Run 1, PDN straps and rails:
Scale bar: 20 microns. Pins as bars on the die edge. Tap cells in gray.
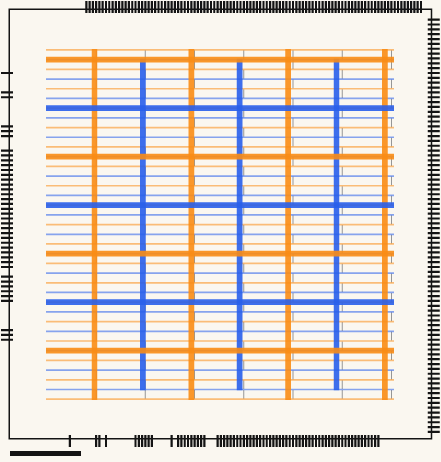
Run 1, signal wires by layer:
Only two layers are drawn.
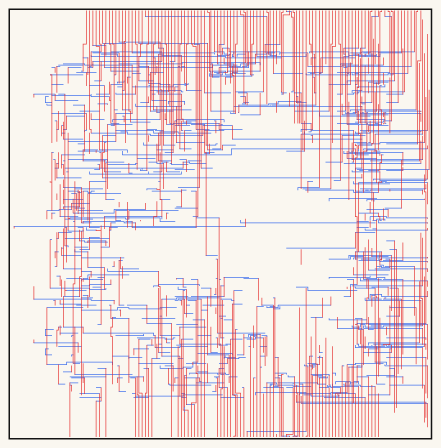
Run 1, sizing map:
Scale bar: 20 microns.
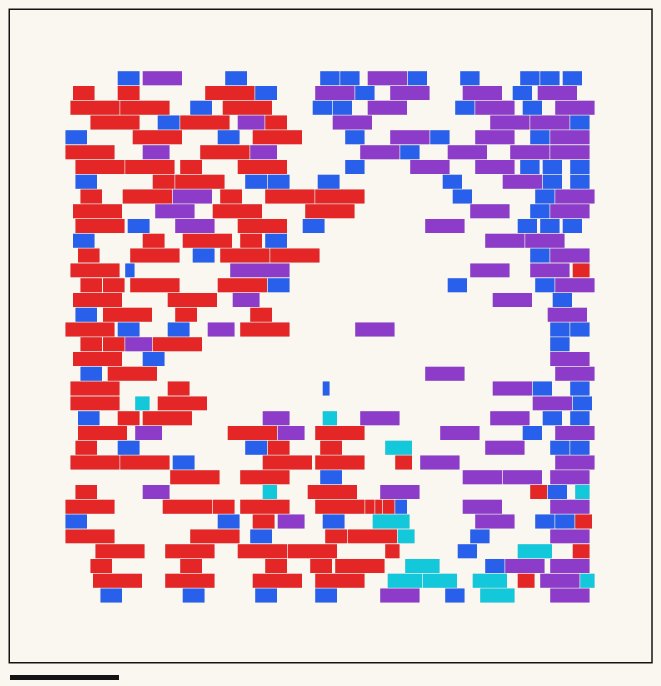
==> config.mk <==
export PLATFORM = sky130hd
export DESIGN_NAME = dmem_arbiter_flat
export DESIGN_NICKNAME = d
export VERILOG_FILES = /design/src/rtl/dmem_arbiter_if.sv /design/src/rtl/dmem_arbiter.sv /design/src/flat_wrapper.sv
export SDC_FILE = /design/constraint.sdc
export NUM_CORES = 1
export LEC_CHECK = 0
export CAP_MARGIN = 0
export CORE_AREA = 10 10 108 110
export CTS_CLUSTER_DIAMETER = 50
export CTS_CLUSTER_SIZE = 25
export DETAILED_ROUTE_END_ITERATION = 10
export DIE_AREA = 0 0 118 120
export DONT_BUFFER_PORTS = 1
export GPL_ROUTABILITY_DRIVEN = 0
export PLACE_DENSITY_LB_ADDON = 0.15
export SETUP_SLACK_MARGIN = 0.05
export SYNTH_ARGS = -nofsm -noshare
export SYNTH_HDL_FRONTEND = slang
export SYNTH_SLANG_ARGS = --single-unit
==> constraint.sdc <==
create_clock -name CLK -period 3.55 [get_ports CLK]
set_clock_uncertainty 0.15 [all_clocks]
set_input_delay 1.065 -clock CLK [delete_from_list [all_inputs] [get_ports CLK]]
set_output_delay 1.065 -clock CLK [all_outputs]
set_load 0.1 [all_outputs]
==> run summary, run 1 <==
Here are the numbers from the latest Yosys + OpenROAD run.

The flow ran to the end, and the final reports show no timing, DRC or antenna violations. The worst setup path is launched from an input port. The portion of total power attributed to combinational logic came out at 0.309. The number of buffers added for setup after CTS is 0.

Post-route period utilization is reported as 0.9180. For this run, the detailed router's first-pass iteration total came to 4. met2 is the most crowded layer. The leakage power is between 2 and 2.5 nW. Traced cell by cell, the critical path runs through nand2b_1, and2_4, buf_12, a22o_1, buf_12.

In the final layout, excluding clock inverters the inverter count is 1. The synthesis stat section lists a flop and latch total of 67. Per the synthesis report, the adder-cell share of the synthesized area is 0. The instance count of the mapped netlist came out at 225. The number of clock-tree buffers in the layout came out at 11. The number of buffers added on ports came out at 0. The portion of netlist area occupied by mux cells came out at 0.2299.

Summing all multi-input logic gate instances after layout gives between 0.001 and 0.0015 sq mm. The number of gates resized after cts came out at 0. The buffer type at the clock tree root is clkbuf_8. The clock tree from TritonCTS is yes. Switching power as a fraction of the total was reported as 0.5763.

The category of the critical setup timing path is input port to output pin. The power density over cell area came out at 840.7 mW/mm^2. The wire length on met2 is between 7000 and 8000 microns. The pin count of the biggest net entering global routing is 68. The sequential cells in the finished layout cover a total of 0.001677 sq mm. The count of clock tree sinks is 67. In this run the horizontal extent of the chip is 118 microns. The number of levels the H-tree was split into came out at 3. The number of cells in Yosys stat is 225. In the detailed route, the total length drawn on met3 is 1392 microns.

137 cells are multi-input combinational gates. The final number of hold-violating endpoints is 0. The logic gate fraction of the total cell area is 0.3074. The floorplan utilization is 0.3282. At the pin with the least slew margin, the transition time is between 900 and 1000 ps.
-- 'PDN straps and rails' (at the start) --
legend:
  VDD:
    color: blue
  VSS:
    color: orange
met4 straps: 7
met1 rails: 37
core outline area: 0.009549 sq mm
Max IR drop VDD: 479.4 uV

-- 'signal wires by layer' (at the start) --
legend:
  M1:
    color: blue
    wire_length: 4460 microns
  M2:
    color: red
    wire_length: 7030 microns
vias after detailed routing: 2273
routed length per instance: 31.35 microns
final wirelength: 13140 microns
overall track demand over capacity in global routing: 0.1754

-- 'sizing map' (at the start) --
legend:
  x2:
    color: blue
    cells: 91
  x1 and smaller:
    color: red
    cells: 106
  x3 and x4:
    color: cyan
    cells: 14
  x6 and larger:
    color: purple
    cells: 75
post-route standard cell area excluding fillers: 0.004811 sq mm
setup slack of the critical path after layout: 291.2 ps
nonclk buf count: 66
Area growth, synth to finish: 53.49%

## run 1: power groups by stage
stage	clock network, mW	registers (mW)	logic, mW
after CTS	0.653	2.17	1.26
after floorplan	0	2.12	0.875
after detailed placement	0	2.18	1.26
after global placement	0	2.18	1.25
after global routing	0.687	2.18	1.29
final	0.637	2.16	1.25
## run 1: stage by stage
step | cells | utilization | setup WS, ps | power (mW) | TNS [ps]
final | 419 | 0.5038 | 291.2 | 4.045 | 0
after global routing | 419 | 0.5038 | 236.1 | 4.157 | 0
after CTS | 419 | 0.5038 | 281.5 | 4.082 | 0
after detailed placement | 404 | 0.4827 | 288.8 | 3.441 | 0
after global placement | 404 | 0.4827 | 319.9 | 3.427 | 0
after floorplan | 225 | - | -57.02 | 2.990 | -171.1
## Run 2: what changed since run 1
--- a/config.mk
+++ b/config.mk
@@ -6,12 +6,11 @@
 export NUM_CORES = 1
 export LEC_CHECK = 0
 export CAP_MARGIN = 0
-export CORE_AREA = 10 10 108 110
+export CORE_MARGIN = 10
+export CORE_UTILIZATION = 33
 export CTS_CLUSTER_DIAMETER = 50
 export CTS_CLUSTER_SIZE = 25
 export DETAILED_ROUTE_END_ITERATION = 10
-export DIE_AREA = 0 0 118 120
-export DONT_BUFFER_PORTS = 1
 export GPL_ROUTABILITY_DRIVEN = 0
 export PLACE_DENSITY_LB_ADDON = 0.15
 export SETUP_SLACK_MARGIN = 0.05
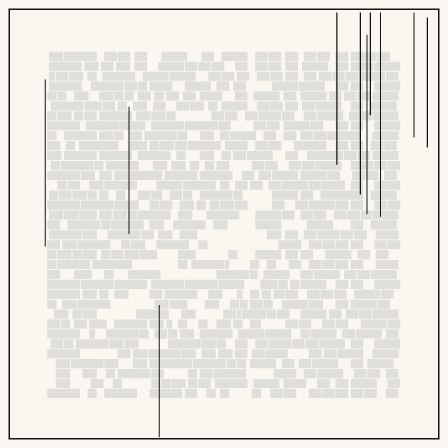
Run 2: M4 wires
share of all routed wire: 2.3%
longest straight run: 55.8 microns
nets with wire on the layer: 10
final wirelength: 17830 microns
vias after detailed routing: 3292

==> run 2 against run 1 <==
  * Combinational power is 140% higher
  * Cell area is 53% higher
  * Hold slack better by 64 ps
  * Routed wire length is 36% higher
  * Fmax is 7.1% lower
  * Count of clock-buffer cells in the layout is 2 lower
  * Power is 15% higher
  * Sequential power is 54% lower
  * Clock power is 6.8% higher
  * Die area is 2.6% lower
==> run summary, run 2 <==
Here are the numbers from the latest Yosys + OpenROAD run.

Result of the run: finished, final reports clean (unchanged). The number of buffers added for setup after CTS came out at 1 (was 0). The total clock network power is 0.680 mW (was 0.637 mW). The transition at the pin with the smallest max-transition slack came to 551.2 ps (was 954.4 ps). The area growth from synthesis to layout came out at 135.1% (was 53.49%). The floorplan utilization came to 0.3392 (was 0.3282). The number of gates resized after cts came out at 15 (was 0).

The non-filler instance count after layout came out at 669 (was 419). The detailed-router iteration count before antenna repair came out at 4 (unchanged). The achievable frequency came out at 285.2 MHz (was 306.9 MHz). The clock tree from TritonCTS is yes (unchanged).

The adder and majority gate portion of the synthesized area came out at 0 (unchanged). The count of clock tree sinks is 67 (unchanged). The power in combinational cells came out at 2.99 mW (was 1.25 mW). The final worst setup slack came out at 43.83 ps (was 291.2 ps).

The placed cell area came out at 0.006938 sq mm (was 0.004609 sq mm). The kind of launch point of the worst setup path is an input port (unchanged). The leakage power came to 3.238 nW (was 2.068 nW). The power density over cell area came out at 632.9 mW/mm^2 (was 840.7 mW/mm^2).

The total negative setup slack is 0 ps (unchanged). The half-perimeter wire length after placement came out at 13910 microns (was 10790 microns). The number of levels the H-tree was split into is 3 (unchanged).

The total of flip-flops plus latches after synthesis is 67 (unchanged). The portion of total power attributed to combinational logic came to 0.641 (was 0.309). The category of the critical setup timing path is input port to output pin (unchanged). The total global-route track usage is 0.2426 (was 0.1754). The detailed-route wire length per cell came out at 26.65 microns (was 31.35 microns). The instance count of the mapped netlist came to 225 (unchanged). The buffer type at the clock tree root is clkbuf_8 (unchanged).

The net switching share of the total power came out at 0.5299 (was 0.5763). The pin count of the biggest net entering global routing is 34 (was 68). The post-route clock period utilization is 0.9877 (was 0.9180). The pre-CTS setup slack is -176.2 ps (was 288.8 ps). The total power consumption of the routed design is 4.664 mW (was 4.045 mW). The number of cells in Yosys stat is 225 (unchanged). The cell type of the slowest stage on the worst timing path is bufbuf_16 (was and2_4).

The power group with the largest share was combinational logic (was sequential cells). List of cells traversed by the critical path: dlygate4sd2_1, a21boi_4, bufbuf_16, a22o_2, buf_12 (was nand2b_1, and2_4, buf_12, a22o_1, buf_12). The power attributed to sequential cells is 0.997 mW (was 2.16 mW).
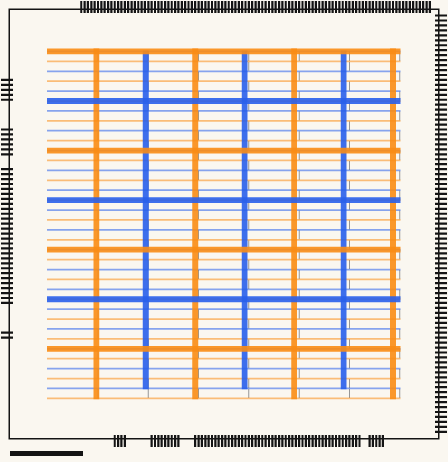
Run 2: PDN straps and rails
Scale bar: 20 microns. Pins as bars on the die edge. Tap cells in gray.
width of the die: 117.5 microns
core outline area: 0.009240 sq mm
die extent in y: 117.5 microns
Max IR drop VDD: 646.2 uV

==> run 2: area by class of cell <==
class                   instances  area [sq um]  area share
multi-input cells             137          1556      0.2112
clock inverters                 7         92.59     0.01256
flip-flops and latches         67          1677      0.2275
well taps                     129         161.4     0.02190
clock buffers                   9         123.9     0.01681
diodes                          2         5.005   0.0006791
repair buffers                317          3750      0.5088
inverters                       1         3.754   0.0005093
==> run 2: logic make-up (layout without fill, tap and decap cells) <==
family	after synthesis	in the layout
simple gates	6	6
other cells	0	2
flops	67	67
compound gates	67	67
mux	64	64
buf+inv	21	334
==> run 2: metal layers <==
layer / global-route usage / wire, microns
met1: 0.2499 / 6344
met3: 0.08345 / 1448
met4: 0.07496 / 409
met5: 0 / 0
met2: 0.4486 / 9625
Power and IR drop assume default switching activity.
